### src/rtl/pcs_tx_encoder_pkg.sv
// Shared constants, enums and code helpers for the 64b/66b PCS transmit encoder.
package pcs_params;

    localparam logic [7:0] XG_IDLE  = 8'h07;
    localparam logic [7:0] XG_START = 8'hFB;
    localparam logic [7:0] XG_TERM  = 8'hFD;
    localparam logic [7:0] XG_ERROR = 8'hFE;

    localparam logic [6:0] CODE_IDLE  = 7'h00;
    localparam logic [6:0] CODE_ERROR = 7'h1E;

    localparam logic [7:0] BT_CTRL = 8'h1E;
    localparam logic [7:0] BT_S0   = 8'h78;
    localparam logic [7:0] BT_S4   = 8'h33;

    localparam logic [1:0] HDR_DATA = 2'b01;
    localparam logic [1:0] HDR_CTRL = 2'b10;

    localparam logic [63:0] IDLE_BLOCK = {56'd0, BT_CTRL};
    localparam logic [63:0] E_BLOCK    = {{8{CODE_ERROR}}, BT_CTRL};

    typedef enum logic [2:0] {
        CLS_C = 3'd0,
        CLS_S = 3'd1,
        CLS_D = 3'd2,
        CLS_T = 3'd3,
        CLS_E = 3'd4
    } col_class_e;

    typedef enum logic [2:0] {
        TX_INIT = 3'd0,
        TX_C    = 3'd1,
        TX_D    = 3'd2,
        TX_T    = 3'd3,
        TX_E    = 3'd4
    } tx_state_e;

    // Only idle and error are legal control bytes inside a coded column.
    function automatic logic [6:0] code7(input logic [7:0] xg_byte);
        logic [6:0] code;
        if (xg_byte == XG_ERROR) begin
            code = CODE_ERROR;
        end else begin
            code = CODE_IDLE;
        end
        return code;
    endfunction

    function automatic logic [7:0] bt_term(input logic [2:0] lane);
        logic [7:0] bt;
        case (lane)
            3'd0:    bt = 8'h87;
            3'd1:    bt = 8'h99;
            3'd2:    bt = 8'hAA;
            3'd3:    bt = 8'hB4;
            3'd4:    bt = 8'hCC;
            3'd5:    bt = 8'hD2;
            3'd6:    bt = 8'hE1;
            default: bt = 8'hFF;
        endcase
        return bt;
    endfunction

endpackage

### src/rtl/pcs_tx_encoder_if.sv
// XGMII word input and 66-bit block output of the PCS transmit encoder.
interface pcs_tx_encoder_if #(
    parameter int N_CHANNELS = 4,
    parameter int W_BYTE     = 8
);
    logic                         i_clk_en;
    logic [N_CHANNELS-1:0]        i_xgmii_ctrl;
    logic [N_CHANNELS*W_BYTE-1:0] i_xgmii_data;
    logic                         o_valid;
    logic [1:0]                   o_hdr;
    logic [63:0]                  o_payload;

    modport master (
        output i_clk_en, i_xgmii_ctrl, i_xgmii_data,
        input  o_valid, o_hdr, o_payload
    );

    modport slave (
        input  i_clk_en, i_xgmii_ctrl, i_xgmii_data,
        output o_valid, o_hdr, o_payload
    );
endinterface

### src/rtl/pcs_tx_block_classify.sv
// Combinational classifier/encoder: one 8-lane XGMII column to class plus {hdr, payload}.
module pcs_tx_block_classify
    import pcs_params::*;
(
    input  logic [7:0]  i_ctrl,
    input  logic [63:0] i_data,
    output col_class_e  o_class,
    output logic [1:0]  o_hdr,
    output logic [63:0] o_payload
);

    logic [7:0]  w_ok;
    logic [7:0]  w_dat;
    logic [7:0]  w_start;
    logic [7:0]  w_term;
    logic [55:0] w_codes;
    logic        w_tmatch;
    logic [2:0]  w_tk;
    logic [63:0] w_tpay;

    // Per-lane decode of the column.
    always_comb begin
        w_ok    = 8'd0;
        w_dat   = 8'd0;
        w_start = 8'd0;
        w_term  = 8'd0;
        w_codes = 56'd0;
        for (int i = 0; i < 8; i++) begin
            w_dat[i]          = ~i_ctrl[i];
            w_ok[i]           = i_ctrl[i] & ((i_data[8*i +: 8] == XG_IDLE) | (i_data[8*i +: 8] == XG_ERROR));
            w_start[i]        = i_ctrl[i] & (i_data[8*i +: 8] == XG_START);
            w_term[i]         = i_ctrl[i] & (i_data[8*i +: 8] == XG_TERM);
            w_codes[7*i +: 7] = code7(i_data[8*i +: 8]);
        end
    end

    // Terminate search: at most one lane can satisfy data-below / idle-above.
    always_comb begin : term_search
        logic v_acc;
        w_tmatch = 1'b0;
        w_tk     = 3'd0;
        v_acc    = 1'b0;
        for (int k = 0; k < 8; k++) begin
            v_acc = w_term[k];
            for (int m = 0; m < 8; m++) begin
                v_acc = v_acc & ((m < k) ? w_dat[m] : ((m > k) ? w_ok[m] : 1'b1));
            end
            w_tmatch = w_tmatch | v_acc;
            w_tk     = v_acc ? 3'(k) : w_tk;
        end
    end

    // Terminate payload: data bytes follow the type byte, codes sit at the top, pad is zero.
    always_comb begin
        w_tpay = {56'd0, bt_term(w_tk)};
        for (int m = 0; m < 8; m++) begin
            w_tpay = w_tpay
                   | ((3'(m) < w_tk) ? (64'(i_data[8*m +: 8]) << (8 + 8*m)) : 64'd0)
                   | ((3'(m) > w_tk) ? (64'(w_codes[7*m +: 7]) << (8 + 7*m)) : 64'd0);
        end
    end

    // Column class and encoded block.
    always_comb begin
        o_class   = CLS_E;
        o_hdr     = HDR_CTRL;
        o_payload = E_BLOCK;
        if (&w_ok) begin
            o_class   = CLS_C;
            o_payload = {w_codes, BT_CTRL};
        end else if (&w_dat) begin
            o_class   = CLS_D;
            o_hdr     = HDR_DATA;
            o_payload = i_data;
        end else if (w_start[0] && (&w_dat[7:1])) begin
            o_class   = CLS_S;
            o_payload = {i_data[63:8], BT_S0};
        end else if ((&w_ok[3:0]) && w_start[4] && (&w_dat[7:5])) begin
            o_class   = CLS_S;
            o_payload = {i_data[63:40], 4'd0, w_codes[27:0], BT_S4};
        end else if (w_tmatch) begin
            o_class   = CLS_T;
            o_payload = w_tpay;
        end else begin
            o_class   = CLS_E;
            o_payload = E_BLOCK;
        end
    end

endmodule

### src/rtl/pcs_tx_encoder.sv
// PCS transmit encoder: pairs XGMII words into columns, runs the transmit FSM, registers 66-bit blocks.
module pcs_tx_encoder
    import pcs_params::*;
#(
    parameter int N_CHANNELS = 4,
    parameter int W_BYTE     = 8
)(
    input  logic             i_clk,
    input  logic             i_reset,
    pcs_tx_encoder_if.slave  bus
);

    localparam int W_WORD = N_CHANNELS * W_BYTE;

    localparam logic [2:0] ST_INIT = TX_INIT;
    localparam logic [2:0] ST_C    = TX_C;
    localparam logic [2:0] ST_D    = TX_D;
    localparam logic [2:0] ST_T    = TX_T;
    localparam logic [2:0] ST_E    = TX_E;

    logic                  r_phase;
    logic [N_CHANNELS-1:0] r_lo_ctrl;
    logic [W_WORD-1:0]     r_lo_data;
    logic [2:0]            r_state;
    logic                  r_valid;
    logic [1:0]            r_hdr;
    logic [63:0]           r_payload;

    logic [7:0]            w_col_ctrl;
    logic [63:0]           w_col_data;
    col_class_e            w_class;
    logic [1:0]            w_enc_hdr;
    logic [63:0]           w_enc_payload;
    logic [2:0]            w_next_state;
    logic                  w_legal;

    assign w_col_ctrl = {bus.i_xgmii_ctrl, r_lo_ctrl};
    assign w_col_data = {bus.i_xgmii_data, r_lo_data};

    pcs_tx_block_classify u_classify (
        .i_ctrl    (w_col_ctrl),
        .i_data    (w_col_data),
        .o_class   (w_class),
        .o_hdr     (w_enc_hdr),
        .o_payload (w_enc_payload)
    );

    // Transmit FSM: next state and whether the column may be sent as encoded.
    always_comb begin
        w_next_state = ST_E;
        w_legal      = 1'b0;
        case (r_state)
            ST_INIT, ST_C, ST_T: begin
                case (w_class)
                    CLS_C:   begin w_next_state = ST_C; w_legal = 1'b1; end
                    CLS_S:   begin w_next_state = ST_D; w_legal = 1'b1; end
                    default: begin w_next_state = ST_E; w_legal = 1'b0; end
                endcase
            end
            ST_D: begin
                case (w_class)
                    CLS_D:   begin w_next_state = ST_D; w_legal = 1'b1; end
                    CLS_T:   begin w_next_state = ST_T; w_legal = 1'b1; end
                    default: begin w_next_state = ST_E; w_legal = 1'b0; end
                endcase
            end
            ST_E: begin
                // Every class is accepted here; an E column still encodes as the E block.
                case (w_class)
                    CLS_C:   begin w_next_state = ST_C; w_legal = 1'b1; end
                    CLS_S:   begin w_next_state = ST_D; w_legal = 1'b1; end
                    CLS_D:   begin w_next_state = ST_D; w_legal = 1'b1; end
                    CLS_T:   begin w_next_state = ST_T; w_legal = 1'b1; end
                    default: begin w_next_state = ST_E; w_legal = 1'b0; end
                endcase
            end
            default: begin
                w_next_state = ST_E;
                w_legal      = 1'b0;
            end
        endcase
    end

    // Word pairing, state update and block output registers.
    always_ff @(posedge i_clk or negedge i_reset) begin
        if (!i_reset) begin
            r_phase   <= 1'b0;
            r_lo_ctrl <= '0;
            r_lo_data <= '0;
            r_state   <= ST_INIT;
            r_valid   <= 1'b0;
            r_hdr     <= HDR_CTRL;
            r_payload <= IDLE_BLOCK;
        end else if (bus.i_clk_en) begin
            r_phase <= ~r_phase;
            if (!r_phase) begin
                r_lo_ctrl <= bus.i_xgmii_ctrl;
                r_lo_data <= bus.i_xgmii_data;
                r_valid   <= 1'b0;
            end else begin
                r_valid   <= 1'b1;
                r_state   <= w_next_state;
                r_hdr     <= w_legal ? w_enc_hdr : HDR_CTRL;
                r_payload <= w_legal ? w_enc_payload : E_BLOCK;
            end
        end
    end

    assign bus.o_valid   = r_valid & bus.i_clk_en;
    assign bus.o_hdr     = r_hdr;
    assign bus.o_payload = r_payload;

endmodule

### src/flat_wrapper.sv
// flat-port wrapper written by rule: the top's interface ports become plain ports
module pcs_tx_encoder_flat import pcs_params::*;
#(
    parameter int N_CHANNELS = 4,
    parameter int W_BYTE     = 8
)
  (i_clk, i_reset, bus_i_clk_en, bus_i_xgmii_ctrl, bus_i_xgmii_data, bus_o_valid, bus_o_hdr, bus_o_payload);
  pcs_tx_encoder_if #(.N_CHANNELS(N_CHANNELS), .W_BYTE(W_BYTE)) bus_i ();
  input  logic i_clk;
  input  logic i_reset;
  input wire logic [$bits(bus_i.i_clk_en)-1:0] bus_i_clk_en;
  input wire logic [$bits(bus_i.i_xgmii_ctrl)-1:0] bus_i_xgmii_ctrl;
  input wire logic [$bits(bus_i.i_xgmii_data)-1:0] bus_i_xgmii_data;
  output wire logic [$bits(bus_i.o_valid)-1:0] bus_o_valid;
  output wire logic [$bits(bus_i.o_hdr)-1:0] bus_o_hdr;
  output wire logic [$bits(bus_i.o_payload)-1:0] bus_o_payload;
  assign bus_i.i_clk_en = bus_i_clk_en;
  assign bus_i.i_xgmii_ctrl = bus_i_xgmii_ctrl;
  assign bus_i.i_xgmii_data = bus_i_xgmii_data;
  assign bus_o_valid = bus_i.o_valid;
  assign bus_o_hdr = bus_i.o_hdr;
  assign bus_o_payload = bus_i.o_payload;
  pcs_tx_encoder #(.N_CHANNELS(N_CHANNELS), .W_BYTE(W_BYTE)) u_core (.i_clk(i_clk), .i_reset(i_reset), .bus(bus_i));
endmodule
### config.mk
export PLATFORM = sky130hd
export DESIGN_NAME = pcs_tx_encoder_flat
export DESIGN_NICKNAME = d
export VERILOG_FILES = /design/src/rtl/pcs_tx_encoder_pkg.sv /design/src/rtl/pcs_tx_encoder_if.sv /design/src/rtl/pcs_tx_block_classify.sv /design/src/rtl/pcs_tx_encoder.sv /design/src/flat_wrapper.sv
export SDC_FILE = /design/constraint.sdc
export NUM_CORES = 1
export LEC_CHECK = 0
export CORE_ASPECT_RATIO = 0.75
export CORE_MARGIN = 4
export CORE_UTILIZATION = 58
export CTS_CLUSTER_SIZE = 12
export DETAILED_ROUTE_END_ITERATION = 8
export GPL_TIMING_DRIVEN = 0
export PLACE_DENSITY_LB_ADDON = 0.2
export REMOVE_ABC_BUFFERS = 1
export SYNTH_ARGS = -nofsm -noshare
export SYNTH_HDL_FRONTEND = slang
export SYNTH_SLANG_ARGS = --single-unit
### constraint.sdc
create_clock -name i_clk -period 9.6 [get_ports i_clk]
set_input_delay 0.96 -clock i_clk [delete_from_list [all_inputs] [get_ports i_clk]]
set_output_delay 0.96 -clock i_clk [all_outputs]
set_load 0.01 [all_outputs]
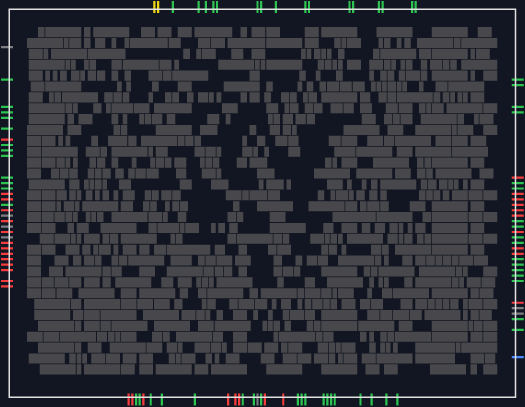
(pin placement)
Drawn at 4 px/um. Pins as bars across the die edge, other pins in grey.
- `bus_o_payload`: green (pins 64; direction output; edge 19 bottom, 17 right, 16 top, 12 left)
- `bus_o_hdr`: yellow (pins 2; direction output; edge top)
- `bus_i_xgmii_data`: red (pins 32; direction input; edge 14 left, 10 right, 8 bottom)
- `i_reset`: blue (pins 1; direction input; edge right)
DIE WIDTH: 126 um
Port Buffer Count: 105
Die Height: 96.6 um

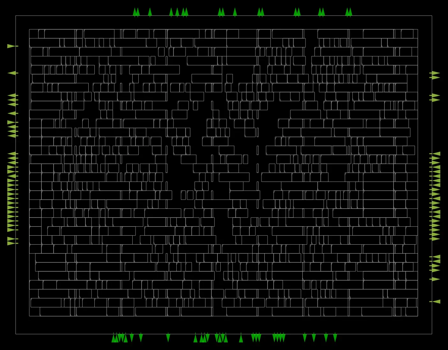
(cell outlines without signal wires)
Finished Layout Cells: 896
core area: 10200 sq um
Tapcell Cnt: 136
flip-flops: 107

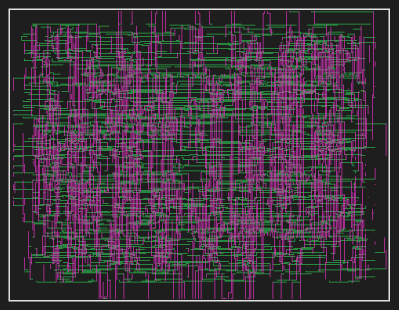
(wiring by layer)
Drawn at 3 px/um. Two of the layers only.
- met2: magenta (wire length 9760 um)
- met1: green (wire length 8840 um)
WL per Instance: 24.9 um
vias: 6288
final WL: 22300 um
GRT Total Usage: 36.7%

==> CHANGELOG.md <==
### Changed

* Status: finished clean
* Xor+xnor area frac at 0.144%
* Gate power share at 23.5%
* Top Layout Cells: 104 x clkdlybuf4s50_1, 102 x dfrtp_1, 76 x nand2_1
* Most crowded layer after global routing: met2
* Seq power at 738 uW
* CTS tree: yes
* Worst r2r src: u_core.r_lo_data[29]
* GR Util met1 at 50.7%
* Hold buffers post-CTS at 0
* CTS max path bufs at 2
* Met3 GRT Util at 11.8%
* Syn Area/Cell at 9.08 sq um
* Diodes inserted at 0
* Final ANT Viol Nets at 0
* Hold slack at 0.474 ns
* FP Core Util at 59.3%
* Area share, top type at 42.0%
* Max-Cap Viols at 0
* Sequential Power Share at 49.6%
* Ranking of synthesized cells by area: dfrtp_1 42%, mux2_2 6.7%, a21oi_1 5.2%, nand2_1 4.8%, nor2_1 3.6%
* Late-Pin Clk Latency at 0.35 ns
* Max incr delay on CP at 0.99 ns
* Critical-path maximum fanout at 30
* Synth cell types at 61
* Stages on worst setup path at 11
* Commonest Layout Cell: clkdlybuf4s50_1
* Finished Cell Area at 7570 sq um
* Htree depth at 3
* # nets final at 801
* Crit path capture type: register
* Sequential share of the synthesized area at 44.2%
* CP Launch Point: bus_i_xgmii_data[24]
* Post-Synthesis Cell Area at 6080 sq um
* Reg2Reg Capture Point: u_core.bus.o_payload[42]
* First drt pass iteration count at 6
* Count of tool warnings at 29
* MUX share of area at 6.67%
* Crit-path most repeated cell: o21ai_1
* CP Cell Sequence: clkdlybuf4s50_1 > or4b_1 > nor3_2 > o21ai_1 > or4_1 > o221ai_2 > inv_2 > a31oi_1 > or4_4 > nand3_1 > o21ai_1
* Worst Hold Class: reg -> reg
* CTS Sinks at 107
* Hold path endpoint: u_core.bus.o_hdr[0]
* Clock power share at 27.0%
* Worst slew pin tran at 1.42 ns
* Top logic family: AND-OR/OR-AND gates
* Vias in the first global route at 6156
* CP Buf/Inv Count at 2
* Crit start category: input port
* Crit path to: u_core.bus.o_payload[42]
* Basic Gates by Area at 21.8%
* Worst setup margin at 3.87 ns
* LEAKAGE at 2.83 nW
* Post-CTS sizing at 0
* Hold Path Origin: u_core.bus.o_hdr[0]
* Layout area overhead at 24.6%
* Setup TNS Final at 0 ns
* Tcrit/Tclk final at 59.7%
* Hold path cells at 2
* Clock root buffer: clkbuf_16
* Reg2Reg Depth at 10
* Crit path DAT at 5.97 ns
* Slowest stage cell, crit path: nand3_1
* Clock group total power at 401 uW
* Layout cell share with drive strength beyond 1 at 10.4%
* R2r setup slk at 4.51 ns
* WS Path Type: in -> reg
* Place WS at 3.69 ns
* Ys cells at 669
* Logic area at 3250 sq um
* Initial antenna violation count at 0
* Synth warn at 0
* Post-synth EDFFs at 0
* Internal power at 957 uW
* Fa+ha+maj area frac at 1.03%
* Clock Skew at 0.00653 ns
* Area leader, netlist: dfrtp_1
* Delay-heaviest family, CP: simple AND/OR/NAND/NOR gates
* DRC at 0
* Total CTS buffers at 9
* Site Rows at 32
* Sw Ratio at 35.7%
* Fill count at 743
* Post-synth area from yosys stat at 6080 sq um
* Post-DP HPWL at 16600 um
* RSZ-0062 raised after global routing: false
* Flops & latches, synth at 107
* Slew HR at 5.11%
* Die area at 12200 sq um
* VDD IR max at 0.166 mV
* Worst Path Required at 9.84 ns
* Largest net degree at the start of global routing at 56
* IO Count at 106
* Cell area after placement at 7260 sq um
* Mapped Cells at 669
* Combinational power at 349 uW
* Achievable Freq at 174 MHz
* Final Hold Vio Count at 0
* GRT overflow at 0
* Psw at 532 uW
* Register area at 2680 sq um
* First-pass GRT wire length at 35000 um
* Routability cong. at 0.998
* Pwr dens at 196 nW/um^2
* Commonest flop: dfrtp_1
* Synth Area in Compound Gates at 23.5%
* Min Tclk post-route at 5.73 ns
* DRT iter0 DRCs at 958
* Mean number of vias per cell at 7.02
* Post-CTS setup buffer count at 0
* Top pwr grp: registers
* Final Slew Violations at 0
* Final setup viols at 0
* Clock Pin Slew Worst Setup and Hold Paths at 0.07 ns
* Async SR Flop Fraction at 100%
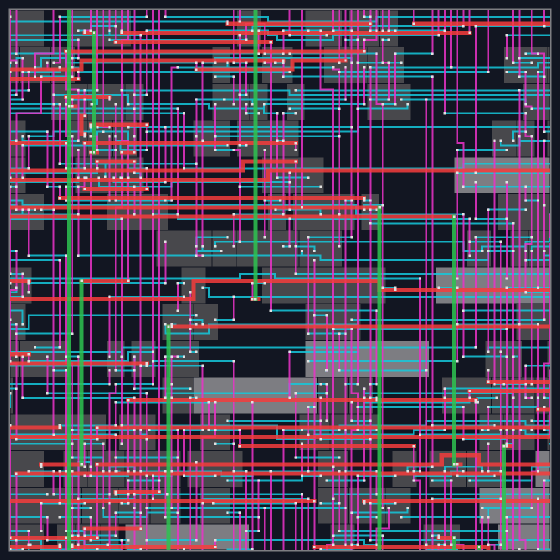
(close-up of the layout)
Region (43, 28) to (83, 68) um. Cells in grey, sequential cells in the stronger grey; small squares are vias.
- met1: cyan
- met4: green
- met2: magenta
- met3: red
- most frequent: nand2_1 (7), dfrtp_1 (6)
- cells with their middle in the window: 96
- sequential cells in the window: 6
- netlist names of flops here include: `u_core.r_lo_ctrl` (3), `u_core.r_lo_data` (3)

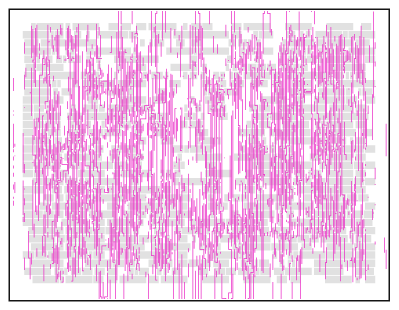
(M2 wires)
Drawn at 3 px/um. Cells faint in the background.
- wire length on this layer: 9760 um
- longest straight run: 53.5 um
- share of all routed wire: 44%
M2 GR Usage: 55.6%

==> flip-flops by register name, indices dropped and copies added (netlist names) <==
name,cells
u_core.bus.o_payload,64
u_core.r_lo_data,32
u_core.r_lo_ctrl,4
u_core.r_state,3
u_core.bus.o_hdr,2
u_core.r_phase,1
u_core.r_valid,1
==> routing by layer <==
layer | routed length, um | share of wire [%] | up-vias
met1 | 8840 | 40 | 3024
met5 | 0 | 0 | -
met4 | 689 | 3.1 | 0
met3 | 3010 | 14 | 73
met2 | 9760 | 44 | 495
li1 | - | - | 2696
==> through the flow <==
step                total power [mW]  util (%)  instances
finish                          1.49      73.9        896
global route                    1.54      73.9        896
CTS                             1.46      73.9        896
detailed placement              1.07      70.8        882
global placement                1.04      69.9        878
floorplan                      0.854         -        637
==> cell type report <==
type	instances	area share, %
multi-input cells	521	42.8
flip-flops and latches	107	35.4
repair buffers	109	14.9
clock buffers	10	3.15
well taps	136	2.25
clock inverters	4	1.01
inverters	9	0.446
==> cell usage after synthesis, types with 6 or more instances <==
| master | instances |
|---|---|
| nor3_1 | 14 |
| mux2_2 | 36 |
| clkbuf_1 | 25 |
| a32oi_1 | 16 |
| o22a_1 | 8 |
| dfrtp_1 | 102 |
| nand2_1 | 77 |
| and2_1 | 8 |
| nand3_1 | 13 |
| buf_2 | 6 |
| a21oi_1 | 63 |
| o22ai_1 | 8 |
| a21o_1 | 7 |
| nand4_1 | 10 |
| a22oi_1 | 19 |
| o21ai_1 | 29 |
| nand2b_1 | 9 |
| nor2_1 | 59 |
| o211ai_1 | 12 |
| o21ai_0 | 28 |
| or3_1 | 9 |
| a31oi_1 | 8 |
| nor4_1 | 12 |
| inv_1 | 7 |
| o21a_1 | 6 |
Power and IR drop assume default switching activity.
